File: config.mk
export PLATFORM = sky130hd
export DESIGN_NAME = fetch_pc_ctrl
export DESIGN_NICKNAME = d
export VERILOG_FILES = /design/src/rtl/fetch_pc_ctrl.sv
export SDC_FILE = /design/constraint.sdc
export NUM_CORES = 1
export LEC_CHECK = 0
export CORE_MARGIN = 2
export CORE_UTILIZATION = 46
export CTS_CLUSTER_DIAMETER = 150
export CTS_CLUSTER_SIZE = 25
export DETAILED_ROUTE_END_ITERATION = 8
export PLACE_DENSITY = 0.89
export REMOVE_ABC_BUFFERS = 1
export SLEW_MARGIN = 20
export SYNTH_ARGS = -nofsm -noshare
export SYNTH_HDL_FRONTEND = slang
export SYNTH_SLANG_ARGS = --single-unit
File: constraint.sdc
create_clock -name clk -period 5.3 [get_ports clk]
set_input_delay 1.06 -clock clk [delete_from_list [all_inputs] [get_ports clk]]
set_output_delay 1.06 -clock clk [all_outputs]
set_load 0.005 [all_outputs]
File: src/rtl/fetch_pc_ctrl.sv
// Fetch PC register and I-bus transaction sequencer with prioritised redirects.
// Optional fetch address-error detection is enabled by defining FETCH_ADEL_EN.
module fetch_pc_ctrl #(
  parameter logic [31:0] RESET_PC = 32'hBFC0_0000
) (
  input  logic        clk,
  input  logic        resetn,
  input  logic        eret_valid,
  input  logic [31:0] epc,
  input  logic        exc_valid,
  input  logic [31:0] exc_entry,
  input  logic        br_valid,
  input  logic [31:0] br_target,
  input  logic        pred_valid,
  input  logic [31:0] pred_target,
  input  logic        stall_d,
  output logic        ireq_valid,
  output logic [31:0] ireq_addr,
  input  logic        ireq_addr_ok,
  input  logic        iresp_data_ok,
  input  logic [31:0] iresp_data,
  output logic        out_valid,
  output logic [31:0] out_pc,
  output logic [31:0] out_inst,
  output logic        out_adel
);

`ifdef FETCH_ADEL_EN
  localparam bit ADEL_EN = 1'b1;
`else
  localparam bit ADEL_EN = 1'b0;
`endif

  typedef enum logic [1:0] {IDLE, ADDR, DATA, DROP} state_t;

  state_t      state_q, state_d;
  logic [31:0] pc_q, pc_d;
  logic        pend_valid_q, pend_valid_d;
  logic [31:0] pend_target_q, pend_target_d;
  logic [1:0]  pend_prio_q, pend_prio_d;
  logic        out_valid_q, out_valid_d;
  logic [31:0] out_pc_q, out_pc_d;
  logic [31:0] out_inst_q, out_inst_d;
  logic        out_adel_q, out_adel_d;
  logic        adel_blk_q, adel_blk_d;

  logic        redir;
  logic [31:0] redir_tgt;
  logic [1:0]  redir_prio;
  logic        pend_wins;
  logic [31:0] merged_tgt;
  logic [1:0]  merged_prio;
  logic        issue_ok;
  logic        misaligned;
  logic        adel_fire;

  // Priority encoding: eret=3, exc=2, br=1; a held redirect survives only if strictly higher.
  always_comb begin
    redir = eret_valid | exc_valid | br_valid;
    if (eret_valid) begin
      redir_tgt  = epc;
      redir_prio = 2'd3;
    end else if (exc_valid) begin
      redir_tgt  = exc_entry;
      redir_prio = 2'd2;
    end else if (br_valid) begin
      redir_tgt  = br_target;
      redir_prio = 2'd1;
    end else begin
      redir_tgt  = br_target;
      redir_prio = 2'd0;
    end
    pend_wins   = pend_valid_q && (pend_prio_q > redir_prio);
    merged_tgt  = pend_wins ? pend_target_q : redir_tgt;
    merged_prio = pend_wins ? pend_prio_q : redir_prio;
    issue_ok    = !out_valid_q || !stall_d;
    misaligned  = ADEL_EN && (pc_q[1:0] != 2'b00);
    adel_fire   = (state_q == IDLE) && !redir && issue_ok && misaligned && !adel_blk_q;
  end

  always_ff @(posedge clk) begin
    if (!resetn) state_q <= IDLE;
    else         state_q <= state_d;
  end

  always_comb begin
    state_d = state_q;
    unique case (state_q)
      IDLE: if (!redir && issue_ok && !misaligned) state_d = ADDR;
      ADDR: if (ireq_addr_ok) state_d = (redir || pend_valid_q) ? DROP : DATA;
      DATA: begin
        if (iresp_data_ok) state_d = IDLE;
        else if (redir)    state_d = DROP;
      end
      DROP: if (iresp_data_ok) state_d = IDLE;
      default: state_d = IDLE;
    endcase
  end

  always_comb begin
    pc_d          = pc_q;
    pend_valid_d  = pend_valid_q;
    pend_target_d = pend_target_q;
    pend_prio_d   = pend_prio_q;
    out_valid_d   = out_valid_q;
    out_pc_d      = out_pc_q;
    out_inst_d    = out_inst_q;
    out_adel_d    = out_adel_q;
    adel_blk_d    = adel_blk_q;
    if (out_valid_q && !stall_d) out_valid_d = 1'b0;
    if (redir) begin
      out_valid_d = 1'b0;
      adel_blk_d  = 1'b0;
    end
    unique case (state_q)
      IDLE: begin
        if (redir) begin
          pc_d = redir_tgt;
        end else if (adel_fire) begin
          out_valid_d = 1'b1;
          out_pc_d    = pc_q;
          out_inst_d  = '0;
          out_adel_d  = 1'b1;
          adel_blk_d  = 1'b1;
        end
      end
      ADDR: begin
        if (redir) begin
          pend_valid_d  = 1'b1;
          pend_target_d = merged_tgt;
          pend_prio_d   = merged_prio;
        end
      end
      DATA: begin
        if (iresp_data_ok) begin
          if (redir) begin
            pc_d = redir_tgt;
          end else begin
            out_valid_d = 1'b1;
            out_pc_d    = pc_q;
            out_inst_d  = iresp_data;
            out_adel_d  = 1'b0;
            pc_d        = pred_valid ? pred_target : pc_q + 32'd4;
          end
        end else if (redir) begin
          pend_valid_d  = 1'b1;
          pend_target_d = merged_tgt;
          pend_prio_d   = merged_prio;
        end
      end
      DROP: begin
        if (iresp_data_ok) begin
          pc_d         = merged_tgt;
          pend_valid_d = 1'b0;
        end else if (redir) begin
          pend_target_d = merged_tgt;
          pend_prio_d   = merged_prio;
        end
      end
      default: ;
    endcase
  end

  always_ff @(posedge clk) begin
    if (!resetn) begin
      pc_q          <= RESET_PC;
      pend_valid_q  <= 1'b0;
      pend_target_q <= '0;
      pend_prio_q   <= '0;
      out_valid_q   <= 1'b0;
      out_pc_q      <= '0;
      out_inst_q    <= '0;
      out_adel_q    <= 1'b0;
      adel_blk_q    <= 1'b0;
    end else begin
      pc_q          <= pc_d;
      pend_valid_q  <= pend_valid_d;
      pend_target_q <= pend_target_d;
      pend_prio_q   <= pend_prio_d;
      out_valid_q   <= out_valid_d;
      out_pc_q      <= out_pc_d;
      out_inst_q    <= out_inst_d;
      out_adel_q    <= out_adel_d;
      adel_blk_q    <= adel_blk_d;
    end
  end

  always_comb begin
    ireq_valid = (state_q == ADDR);
`ifdef FETCH_ADEL_EN
    ireq_addr  = pc_q;
`else
    ireq_addr  = {pc_q[31:2], 2'b00};
`endif
    out_valid  = out_valid_q;
    out_pc     = out_pc_q;
    out_inst   = out_inst_q;
    out_adel   = out_adel_q & ADEL_EN;
  end

endmodule

==> results.ini <==
[logic_synthesis]
area_leaders = dfxtp_1 (36%), nand2_1 (14%), a21oi_1 (10%)
ys_sh_aoi_pct = 24.46
synthAdderAreaFrac_pct = 1.328
ys_sh_simple_pct = 23.46
synth_flops = 134
mux_share_pct = 5.430
synthFlopType = dfxtp_1
top_cell_area_share_pct = 35.60
syn_inst = 1047
ys_seq_share_pct = 35.60
logic_family = AND-OR/OR-AND gates
top_cell = nand2_1
top_area_cell = dfxtp_1
synth_warnings = 0
yosys-stat-area_mm2 = 0.007535
synth_area_mm2 = 0.007535
edf_count = 0
avgSynthCellArea_um2 = 7.196
async_flop_share_pct = 0
synth.distinct_cells = 60
ys_cells = 1047
xor_share_pct = 1.744
common_cells = nand2_1 (278), a21oi_1 (155), dfxtp_1 (134), o21ai_0 (70), clkbuf_1 (64)

[place]
dpl_cell_area_mm2 = 0.01004
hpwlAfterDp_mm = 18.51
port_buffers = 264
placedCellCount = 1435
detailedPlace.worstSlack_ns = 1.292
gp_congestion = 0.9209

[layout]
comb_cells = 793
nets = 1415
n_all_inverters = 12
dominant_cells = combinational gates
area.growth.synth_to_final_pct = 40.22
nNonClkBuffers = 280
clkCellAreaFrac_pct = 4.962
n_fill_cell = 1360
clkbuf_count = 28
drive_above_1_share_pct = 5.280
seq_share_pct = 25.39
final_layout_top_logic_cells = nand2_1 (277), clkdlybuf4s50_1 (262), a21oi_1 (155)
final_area_mm2 = 0.01057
buf_share_pct = 26.09
flops = 134
combGateArea_mm2 = 0.004285
antennaDiodeCount = 0
seq_area_mm2 = 0.002683

[status]
status = finished clean

[power]
comb_cell_power_w = 0.00141
p_switching_w = 0.001434
swShare_pct = 36.36
p_per_area_mw_per_mm2 = 373.2
vdd_drop_max_v = 0.0002810
clkPwrFrac_pct = 26.9
comb_power_share_pct = 35.8
maxPowerGroup = registers
finalPower_w = 0.003943
clk-power_w = 0.00106
seq-power_w = 0.00147
p_int_w = 0.002509
leakage_nw = 3.758
power_frac_seq_pct = 37.2

[global_route]
grt_use_met2_pct = 48.55
met1_usage_pct = 35.44
gr-usage-met3_pct = 6.613
grt_pass1_vias = 7796
grt_max_degree = 108
grt_pass1_wl_mm = 40.45
antenna_found_initial = 0
overflow = 0

[timing]
fmax_mhz = 275.6
finalCritPeriodShare_pct = 68.45
hold_violations = 0
skew_ns = 0.005042
slew_headroom_pct = 37.29
finalWorstSetupSlack_ns = 1.672
fin_crit_ns = 3.628
max_slew.worst_pin.slew_ns = 0.9406
setup_viol = 0
rsz0062_at_grt = no
holdWs_ns = 0.4498
slew_violations = 0

[setup_path]
cp.depth = 11
worst_setup_path_start_kind = input pin
worstSetupPathType = in -> reg
crit_path_max_fanout = 32
r2r-start = state_q[1]
endpoint_kind = flop
startpoint = exc_valid
rr_worst_depth = 7
r2r-end = out_inst[10]
cp-endpoint = pend_target_q[5]
worstPathRequired_ns = 5.63
slowest_stage = nor3_2
r2r_setup_slack_ns = 2.09
cp_data_arrival_time_ns = 3.96
crit_family = simple AND/OR/NAND/NOR gates
cp_num_buf_inv = 3

[route]
met2_length_mm = 12.29
drc = 0
highest_layer = met4
ant_nets = 0
wl_met3_mm = 2.386
drt-total-wl_mm = 25.54
drt_iter0_drc = 881
route.vias.total = 8287
wl_met1_mm = 10.11
firstDrtPassIters = 6

[clocking]
post_cts_buffers = 0
root_buffer = clkbuf_16
cts_tree = yes
ctsHoldBuffers = 0
clk_latency_ns = 0.42
cts_buffer_depth = 2
cts.sinks = 134
cts-resized-gates = 0
h-tree-depth = 4
cts_buffers = 17

[die]
chip_area_mm2 = 0.01742
core-area_mm2 = 0.01594
rows = 46
ios = 268
n_tap_cell = 216
fp.dieW_um = 132.0

[worst_hold_path]
hold_end = out_pc[4]
min_from = out_pc[4]
hold_depth = 2
hp-class = reg -> reg

[run]
warnings = 31
drv_cap = 0

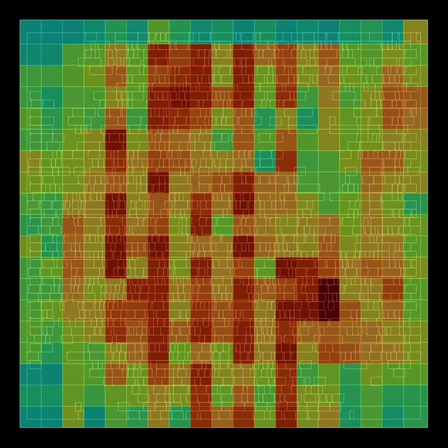
congestion_map.png
global routing's busiest layer: met2
post-layout util: 66.27%
Global Route Usage Sum: 28.88%
WL per Instance: 17.42 um

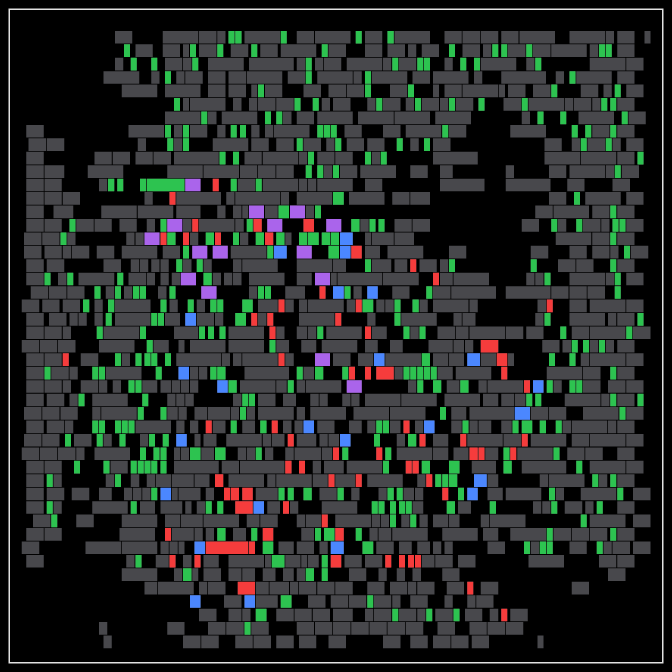
gates.png
| color | family | cells | most used |
|---|---|---|---|
| purple | xor and xnor cells | 15 | xnor2_1 |
| blue | and/or cells | 24 | or3_1 |
| green | nand cells | 319 | nand2_1 |
| red | nor cells | 72 | nor2_1 |
Comb area share: 40.56%
Final Non-Filler Cells: 1466
most numerous logic cell after layout: nand2_1

